`src/rtl/msrh_rob_entry_ex_pkg.sv`:
```
// Shared types and sizing for one msrh ROB block entry.
// The dispatch width, bus count and ID widths are fixed here so the structs line up everywhere.
package msrh_rob_entry_ex_pkg;

    localparam int DISP_SIZE    = 4;
    localparam int CMT_BUS_SIZE = 4;
    localparam int CMT_ID_W     = 5;
    localparam int RNID_W       = 7;
    localparam int VADDR_W      = 39;
    localparam int CAUSE_W      = 4;

    typedef logic [1:0] rob_state_t;
    localparam rob_state_t IDLE = 2'd0;
    localparam rob_state_t WAIT = 2'd1;
    localparam rob_state_t DONE = 2'd2;

    typedef struct packed {
        logic              valid;
        logic [31:0]       inst;
        logic [RNID_W-1:0] rd_rnid;
    } disp_t;

    typedef struct packed {
        logic                valid;
        logic [CMT_ID_W-1:0] cmt_id;
        logic [DISP_SIZE-1:0] grp_id;
        logic                except_valid;
        logic [CAUSE_W-1:0]  except_type;
        logic [VADDR_W-1:0]  except_tval;
    } done_rpt_t;

    typedef struct packed {
        logic [VADDR_W-1:1]                 pc_addr;
        disp_t [DISP_SIZE-1:0]              inst;
        logic [DISP_SIZE-1:0]               grp_id;
        logic [DISP_SIZE-1:0]               old_rd_valid;
        logic [DISP_SIZE-1:0][RNID_W-1:0]   old_rd_rnid;
        logic [DISP_SIZE-1:0]               done_grp_id;
        logic                               except_valid;
        logic [DISP_SIZE-1:0]               except_grp_id;
        logic [CAUSE_W-1:0]                 except_type;
        logic [VADDR_W-1:0]                 except_tval;
    } rob_entry_t;

    // Bits [k:0] set for a one-hot slot k; a top-slot one-hot wraps to all ones.
    function automatic logic [DISP_SIZE-1:0] upto_mask(input logic [DISP_SIZE-1:0] onehot);
        return (onehot << 1) - DISP_SIZE'(1);
    endfunction

endpackage

```
`src/rtl/msrh_rob_entry_ex_if.sv`:
```
// Load / done-report / commit bundle between the ROB control and one block entry.
interface msrh_rob_entry_ex_if;
    import msrh_rob_entry_ex_pkg::*;

    logic                              i_load_valid;
    logic [VADDR_W-1:1]                i_load_pc_addr;
    disp_t [DISP_SIZE-1:0]             i_load_inst;
    logic [DISP_SIZE-1:0]              i_load_grp_id;
    logic [DISP_SIZE-1:0]              i_old_rd_valid;
    logic [DISP_SIZE-1:0][RNID_W-1:0]  i_old_rd_rnid;
    done_rpt_t [CMT_BUS_SIZE-1:0]      i_done_rpt;
    logic                              i_commit_finish;
    logic                              i_kill;

    logic                              o_valid;
    logic                              o_block_all_done;
    logic [DISP_SIZE-1:0]              o_block_grp_id;
    logic [DISP_SIZE-1:0]              o_live_grp_id;
    logic                              o_except_valid;
    logic [DISP_SIZE-1:0]              o_except_grp_id;
    logic [CAUSE_W-1:0]                o_except_type;
    logic [VADDR_W-1:0]                o_except_tval;

    modport master (
        output i_load_valid, i_load_pc_addr, i_load_inst, i_load_grp_id,
               i_old_rd_valid, i_old_rd_rnid, i_done_rpt, i_commit_finish, i_kill,
        input  o_valid, o_block_all_done, o_block_grp_id, o_live_grp_id,
               o_except_valid, o_except_grp_id, o_except_type, o_except_tval
    );

    modport slave (
        input  i_load_valid, i_load_pc_addr, i_load_inst, i_load_grp_id,
               i_old_rd_valid, i_old_rd_rnid, i_done_rpt, i_commit_finish, i_kill,
        output o_valid, o_block_all_done, o_block_grp_id, o_live_grp_id,
               o_except_valid, o_except_grp_id, o_except_type, o_except_tval
    );

endinterface

```
`src/rtl/msrh_rob_entry_ex_except_sel.sv`:
```
// Picks the oldest (lowest-slot) exception among this cycle's matched done reports.
module msrh_rob_entry_ex_except_sel
    import msrh_rob_entry_ex_pkg::*;
(
    input  logic [DISP_SIZE-1:0]               slot_exc,
    input  logic [DISP_SIZE-1:0][CAUSE_W-1:0]  slot_type,
    input  logic [DISP_SIZE-1:0][VADDR_W-1:0]  slot_tval,
    output logic                               sel_valid,
    output logic [DISP_SIZE-1:0]               sel_grp_id,
    output logic [CAUSE_W-1:0]                 sel_type,
    output logic [VADDR_W-1:0]                 sel_tval
);

    assign sel_valid = |slot_exc;

    // Scan from the top slot down so the lowest excepting slot is written last.
    always_comb begin
        sel_grp_id = '0;
        sel_type   = '0;
        sel_tval   = '0;
        for (int d = DISP_SIZE - 1; d >= 0; d--) begin
            if (slot_exc[d]) begin
                sel_grp_id    = '0;
                sel_grp_id[d] = 1'b1;
                sel_type      = slot_type[d];
                sel_tval      = slot_tval[d];
            end
        end
    end

endmodule

```
`src/rtl/msrh_rob_entry_ex.sv`:
```
// One ROB block entry: holds a dispatch group, collects done reports and keeps the oldest exception.
module msrh_rob_entry_ex
    import msrh_rob_entry_ex_pkg::*;
(
    input  logic                 i_clk,
    input  logic                 i_reset,
    input  logic [CMT_ID_W-1:0]  i_cmt_id,
    msrh_rob_entry_ex_if.slave   rob_if
);

    rob_state_t  state_q;
    rob_entry_t  entry_q;
    rob_entry_t  load_entry;

    logic [DISP_SIZE-1:0]               slot_hit;
    logic [DISP_SIZE-1:0]               slot_exc;
    logic [DISP_SIZE-1:0][CAUSE_W-1:0]  slot_type;
    logic [DISP_SIZE-1:0][VADDR_W-1:0]  slot_tval;

    logic                  sel_valid;
    logic [DISP_SIZE-1:0]  sel_grp_id;
    logic [CAUSE_W-1:0]    sel_type;
    logic [VADDR_W-1:0]    sel_tval;

    logic                  take_exc;
    logic [DISP_SIZE-1:0]  nxt_done;
    logic [DISP_SIZE-1:0]  nxt_exc_grp;
    logic [DISP_SIZE-1:0]  nxt_live;
    logic                  nxt_all_done;
    logic [DISP_SIZE-1:0]  live_q;

    // Per-slot report match; descending bus scan leaves the lowest bus's cause in place.
    always_comb begin
        slot_hit  = '0;
        slot_exc  = '0;
        slot_type = '0;
        slot_tval = '0;
        for (int d = 0; d < DISP_SIZE; d++) begin
            for (int c = CMT_BUS_SIZE - 1; c >= 0; c--) begin
                if (rob_if.i_done_rpt[c].valid &&
                    (rob_if.i_done_rpt[c].cmt_id == i_cmt_id) &&
                    (rob_if.i_done_rpt[c].grp_id == (DISP_SIZE'(1) << d))) begin
                    slot_hit[d] = 1'b1;
                    if (rob_if.i_done_rpt[c].except_valid) begin
                        slot_exc[d]  = 1'b1;
                        slot_type[d] = rob_if.i_done_rpt[c].except_type;
                        slot_tval[d] = rob_if.i_done_rpt[c].except_tval;
                    end
                end
            end
        end
    end

    msrh_rob_entry_ex_except_sel u_except_sel (
        .slot_exc   (slot_exc),
        .slot_type  (slot_type),
        .slot_tval  (slot_tval),
        .sel_valid  (sel_valid),
        .sel_grp_id (sel_grp_id),
        .sel_type   (sel_type),
        .sel_tval   (sel_tval)
    );

    // One-hot compare: a smaller value is an older slot.
    always_comb begin
        take_exc     = sel_valid && (!entry_q.except_valid || (sel_grp_id < entry_q.except_grp_id));
        nxt_done     = entry_q.done_grp_id | slot_hit;
        nxt_exc_grp  = take_exc ? sel_grp_id : entry_q.except_grp_id;
        nxt_live     = (entry_q.except_valid || take_exc) ?
                       (entry_q.grp_id & upto_mask(nxt_exc_grp)) : entry_q.grp_id;
        nxt_all_done = ((nxt_done & nxt_live) == nxt_live);
    end

    always_comb begin
        load_entry              = '0;
        load_entry.pc_addr      = rob_if.i_load_pc_addr;
        load_entry.inst         = rob_if.i_load_inst;
        load_entry.grp_id       = rob_if.i_load_grp_id;
        load_entry.old_rd_valid = rob_if.i_old_rd_valid;
        load_entry.old_rd_rnid  = rob_if.i_old_rd_rnid;
    end

    always_ff @(posedge i_clk) begin
        if (i_reset || rob_if.i_kill) begin
            state_q <= IDLE;
            entry_q <= '0;
        end else if (rob_if.i_load_valid) begin
            state_q <= WAIT;
            entry_q <= load_entry;
        end else if ((state_q == DONE) && rob_if.i_commit_finish) begin
            state_q <= IDLE;
            entry_q <= '0;
        end else if (state_q != IDLE) begin
            state_q             <= nxt_all_done ? DONE : WAIT;
            entry_q.done_grp_id <= nxt_done;
            if (take_exc) begin
                entry_q.except_valid  <= 1'b1;
                entry_q.except_grp_id <= sel_grp_id;
                entry_q.except_type   <= sel_type;
                entry_q.except_tval   <= sel_tval;
            end
        end
    end

    assign live_q = entry_q.except_valid ?
                    (entry_q.grp_id & upto_mask(entry_q.except_grp_id)) : entry_q.grp_id;

    assign rob_if.o_valid          = (state_q != IDLE);
    assign rob_if.o_block_all_done = (state_q == DONE);
    assign rob_if.o_block_grp_id   = entry_q.grp_id;
    assign rob_if.o_live_grp_id    = live_q;
    assign rob_if.o_except_valid   = entry_q.except_valid;
    assign rob_if.o_except_grp_id  = entry_q.except_grp_id;
    assign rob_if.o_except_type    = entry_q.except_type;
    assign rob_if.o_except_tval    = entry_q.except_tval;

    // Group payload is held for the commit stage's readout path, not routed out of this slice.
    logic unused_payload;
    assign unused_payload = ^{entry_q.pc_addr, entry_q.inst, entry_q.old_rd_valid, entry_q.old_rd_rnid};

endmodule

```
`src/flat_wrapper.sv`:
```
// flat-port wrapper written by rule: the top's interface ports become plain ports
module msrh_rob_entry_ex_flat import msrh_rob_entry_ex_pkg::*;
  (i_clk, i_reset, i_cmt_id, rob_if_i_load_valid, rob_if_i_load_pc_addr, rob_if_i_load_inst, rob_if_i_load_grp_id, rob_if_i_old_rd_valid, rob_if_i_old_rd_rnid, rob_if_i_done_rpt, rob_if_i_commit_finish, rob_if_i_kill, rob_if_o_valid, rob_if_o_block_all_done, rob_if_o_block_grp_id, rob_if_o_live_grp_id, rob_if_o_except_valid, rob_if_o_except_grp_id, rob_if_o_except_type, rob_if_o_except_tval);
  msrh_rob_entry_ex_if rob_if_i ();
  input  logic i_clk;
  input  logic i_reset;
  input  logic [CMT_ID_W-1:0] i_cmt_id;
  input wire logic [$bits(rob_if_i.i_load_valid)-1:0] rob_if_i_load_valid;
  input wire logic [$bits(rob_if_i.i_load_pc_addr)-1:0] rob_if_i_load_pc_addr;
  input wire logic [$bits(rob_if_i.i_load_inst)-1:0] rob_if_i_load_inst;
  input wire logic [$bits(rob_if_i.i_load_grp_id)-1:0] rob_if_i_load_grp_id;
  input wire logic [$bits(rob_if_i.i_old_rd_valid)-1:0] rob_if_i_old_rd_valid;
  input wire logic [$bits(rob_if_i.i_old_rd_rnid)-1:0] rob_if_i_old_rd_rnid;
  input wire logic [$bits(rob_if_i.i_done_rpt)-1:0] rob_if_i_done_rpt;
  input wire logic [$bits(rob_if_i.i_commit_finish)-1:0] rob_if_i_commit_finish;
  input wire logic [$bits(rob_if_i.i_kill)-1:0] rob_if_i_kill;
  output wire logic [$bits(rob_if_i.o_valid)-1:0] rob_if_o_valid;
  output wire logic [$bits(rob_if_i.o_block_all_done)-1:0] rob_if_o_block_all_done;
  output wire logic [$bits(rob_if_i.o_block_grp_id)-1:0] rob_if_o_block_grp_id;
  output wire logic [$bits(rob_if_i.o_live_grp_id)-1:0] rob_if_o_live_grp_id;
  output wire logic [$bits(rob_if_i.o_except_valid)-1:0] rob_if_o_except_valid;
  output wire logic [$bits(rob_if_i.o_except_grp_id)-1:0] rob_if_o_except_grp_id;
  output wire logic [$bits(rob_if_i.o_except_type)-1:0] rob_if_o_except_type;
  output wire logic [$bits(rob_if_i.o_except_tval)-1:0] rob_if_o_except_tval;
  assign rob_if_i.i_load_valid = rob_if_i_load_valid;
  assign rob_if_i.i_load_pc_addr = rob_if_i_load_pc_addr;
  assign rob_if_i.i_load_inst = rob_if_i_load_inst;
  assign rob_if_i.i_load_grp_id = rob_if_i_load_grp_id;
  assign rob_if_i.i_old_rd_valid = rob_if_i_old_rd_valid;
  assign rob_if_i.i_old_rd_rnid = rob_if_i_old_rd_rnid;
  assign rob_if_i.i_done_rpt = rob_if_i_done_rpt;
  assign rob_if_i.i_commit_finish = rob_if_i_commit_finish;
  assign rob_if_i.i_kill = rob_if_i_kill;
  assign rob_if_o_valid = rob_if_i.o_valid;
  assign rob_if_o_block_all_done = rob_if_i.o_block_all_done;
  assign rob_if_o_block_grp_id = rob_if_i.o_block_grp_id;
  assign rob_if_o_live_grp_id = rob_if_i.o_live_grp_id;
  assign rob_if_o_except_valid = rob_if_i.o_except_valid;
  assign rob_if_o_except_grp_id = rob_if_i.o_except_grp_id;
  assign rob_if_o_except_type = rob_if_i.o_except_type;
  assign rob_if_o_except_tval = rob_if_i.o_except_tval;
  msrh_rob_entry_ex u_core (.i_clk(i_clk), .i_reset(i_reset), .i_cmt_id(i_cmt_id), .rob_if(rob_if_i));
endmodule
```
`config.mk`:
```
export PLATFORM = sky130hd
export DESIGN_NAME = msrh_rob_entry_ex_flat
export DESIGN_NICKNAME = d
export VERILOG_FILES = /design/src/rtl/msrh_rob_entry_ex_pkg.sv /design/src/rtl/msrh_rob_entry_ex_if.sv /design/src/rtl/msrh_rob_entry_ex_except_sel.sv /design/src/rtl/msrh_rob_entry_ex.sv /design/src/flat_wrapper.sv
export SDC_FILE = /design/constraint.sdc
export NUM_CORES = 1
export LEC_CHECK = 0
export ABC_CLOCK_PERIOD_IN_PS = 13100
export CAP_MARGIN = 20
export CELL_PAD_IN_SITES_DETAIL_PLACEMENT = 1
export CELL_PAD_IN_SITES_GLOBAL_PLACEMENT = 2
export CORE_ASPECT_RATIO = 0.75
export CORE_MARGIN = 2
export CORE_UTILIZATION = 21
export CTS_BUF_LIST = sky130_fd_sc_hd__clkbuf_8
export CTS_CLUSTER_DIAMETER = 30
export CTS_CLUSTER_SIZE = 10
export DETAILED_ROUTE_END_ITERATION = 10
export PLACE_DENSITY_LB_ADDON = 0.3
export SETUP_SLACK_MARGIN = 0.5
export SYNTH_ARGS = -nofsm -noshare
export SYNTH_HDL_FRONTEND = slang
export SYNTH_SLANG_ARGS = --single-unit
export TNS_END_PERCENT = 50
```
`constraint.sdc`:
```
create_clock -name i_clk -period 13.1 [get_ports i_clk]
set_input_delay 1.31 -clock i_clk [delete_from_list [all_inputs] [get_ports i_clk]]
set_output_delay 1.31 -clock i_clk [all_outputs]
set_load 0.02 [all_outputs]
```
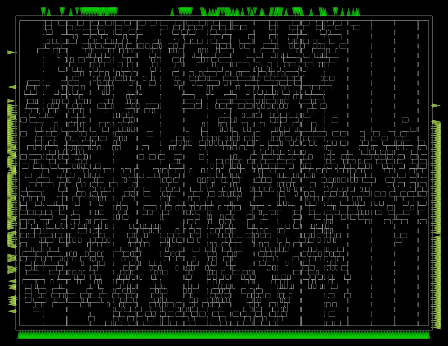
(images/placed.png)
number of core rows: 66
Final Util: 28.6%
area inside the core boundary: 0.0433 sq mm

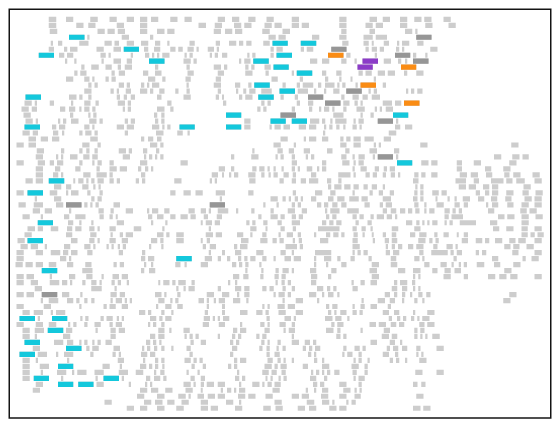
(images/ff_map.png)
- purple: `u_core.state_q` (flops 2)
- orange: `u_core.entry_q` (flops 4)
- cyan: `u_core.rob_if.o_except_tval` (flops 39)
- not colored: 13

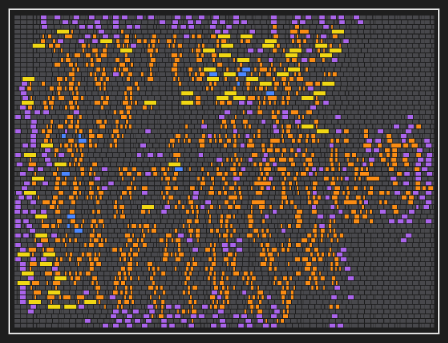
(images/class_map.png)
Fill, decap, tap and diode cells in gray.
- blue: clock drivers and dummy loads (cells 13)
- orange: remaining logic cells (cells 1134)
- yellow: registers (cells 58)
- purple: remaining buffers and delay cells (cells 330)

==> results.tsv <==
stage	metric	value	unit
outcome	outcome	finished, final reports clean	
grt	global routing met1 resource utilization	33.8	%
logic_synthesis	post-synthesis simple-gate area fraction	29.5	%
layout	number of multi-input combinational cells in the layout	1118	
final_timing	Setup Skew	17.7	ps
layout	number of sequential storage elements	58	
critical_path	arrival time of data at the critical path endpoint	7330	ps
placement	PortBufs	287	
layout	Non-CTS buffers	330	
route	vias per std cell	5.82	
critical_path	number of buffer and inverter stages on the critical path	2	
power_and_ir_drop	P_leak	0.00354	uW
clock_network	clock transition at the register clock pins on the worst setup and hold paths after CTS	80	ps
logic_synthesis	number of flip-flops and latches in the synthesized netlist	58	
logic_synthesis	average instance area after synthesis	6.68	sq um
logic_synthesis	Largest type area fraction	12.6	%
layout	share of layout cells above drive strength 1	7.30	%
power_and_ir_drop	worst ir drop on vdd	0.0390	mV
final_timing	slew at the pin closest to its max-slew limit	1070	ps
logic_synthesis	dominant register cell in the synthesized netlist	dfxtp_1	
floorplanning	Chip Footprint	0.0454	sq mm
critical_path	largest fanout on the critical path	15	
logic_synthesis	main area contributors after synthesis	dfxtp_1, nand2_1, o21ai_0	
clock_network	buffer depth of the longest clock path	2	
floorplanning	horizontal extent of the die	245	um
placement	placed standard-cell area	0.0122	sq mm
clock_network	number of cells upsized or downsized after cts	0	
critical_path	Reg2Reg Capture Point	u_core.state_q[0]	
final_timing	Setup TNS Final	0	ps
grt	pin count of the biggest net entering global routing	68	
grt	wire length of the first global-routing pass	82200	um
logic_synthesis	mux frac, synth	0.109	%
layout	number of logic inverters in the finished layout	16	
critical_path	worst reg2reg path startpoint	u_core.rob_if.o_except_grp_id[0]	
logic_synthesis	top cells by instance count after synthesis	nand2_1, nor2_1, o21ai_0, clkbuf_1, a21oi_1	
clock_network	clock tree root buffer cell	clkbuf_8	
final_timing	Hold Slack	474	ps
logic_synthesis	area fraction in compound gates	43.3	%
clock_network	# hold bufs at CTS	0	
clock_network	post-CTS setup buffer count	0	
layout	share of cell area taken by flip-flops and latches	9.37	%
final_timing	headroom to the max-slew limit	26.8	%
critical_path	most frequent cell on the critical path	ha_1	
power_and_ir_drop	PD cells	39.8	mW/mm^2
hold_path	Min-Delay Path Class	flip-flop to flip-flop	
final_timing	f_max	0.143	GHz
layout	layout net count	1997	
placement	RD Place Congestion	0.894	
clock_network	TritonCTS clock tree	yes	
critical_path	CP endpoint kind	flip-flop	
critical_path	Critical Path Source Type	primary input	
critical_path	cells traversed along the worst timing path	clkdlybuf4s50_1 > xor2_1 > nand4bb_1 > nor3_1 > or4_1 > nand2_1 > inv_1 > ha_1 > o41ai_1 > nand3_1 > a311oi_2 > nor2_1 > or2_2 > a21oi_1 > ha_1 > xnor2_1 > a2111oi_1 > o31a_1	
critical_path	Max stage delay on crit path	810	ps
layout	dominant logic cell types in the final layout	clkdlybuf4s50_1, nand2_1, nor2_1	
layout	number of flip-flops under the largest register name	39	
layout	most common cell after layout, fill and taps aside	clkdlybuf4s50_1	
logic_synthesis	Post-Synthesis Cell Area	0.00919	sq mm
grt	layer with the highest usage	met2	
placement	sum of net half-perimeters after detailed placement	40800	um
route	top routing layer in use	met5	
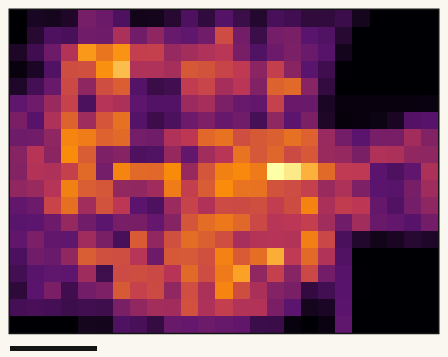
(images/route_heat.png)
The bar under the picture is 50 um long. 25 x 19 tiles, from black (low) to pale yellow (high), scaled to the fullest tile. Values are wire area over tile area, all layers added.
- nearly empty tiles: 12%
- emptiest ninth of the die: top right
- mean over tiles: 0.20
- fullest tile: 0.59
- tiles over half the peak: 27%
- densest ninth of the die: middle
routed length per instance: 26.4 um
via count: 12400
aggregate global-route resource usage: 24.0%
total wire length: 56100 um

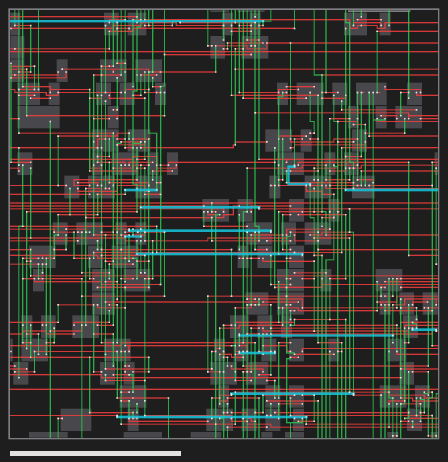
(images/closeup.png)
The bar under the picture is 20 um long. Window x 36 to 86, y 21 to 71 um. Cells in gray, sequential cells in the stronger gray; small squares are vias.
- red: M1
- green: M2
- cyan: M3
- sequential cells in the window: 0
- most frequent: nand2_1 (26), o311ai_0 (21), o21ai_0 (19)
- cells with their middle in the window: 109

==> worst max-delay path by stage <==
| stage | start | end | slack, ps | cells after the start |
|---|---|---|---|---|
| 2_1_floorplan | i_cmt_id[3] | u_core.state_q[0] | 7510 | 19 |
| 4_1_cts | i_cmt_id[2] | u_core.state_q[0] | 6100 | 18 |
| 6_report | i_cmt_id[2] | u_core.state_q[0] | 6090 | 18 |
| 3_5_place_dp | i_cmt_id[2] | u_core.state_q[0] | 5710 | 18 |
| 3_3_place_gp | i_cmt_id[2] | u_core.state_q[0] | 5780 | 18 |
| 5_1_grt | i_cmt_id[2] | u_core.state_q[1] | 5620 | 18 |
==> where the power goes <==
| part | switching [uW] | internal (uW) |
|---|---|---|
| Clock | 92.8 | 64.6 |
| Sequential | 0.422 | 177 |
| Combinational | 79.6 | 78.9 |
| Total | 173 | 320 |
Power and IR drop assume default switching activity.
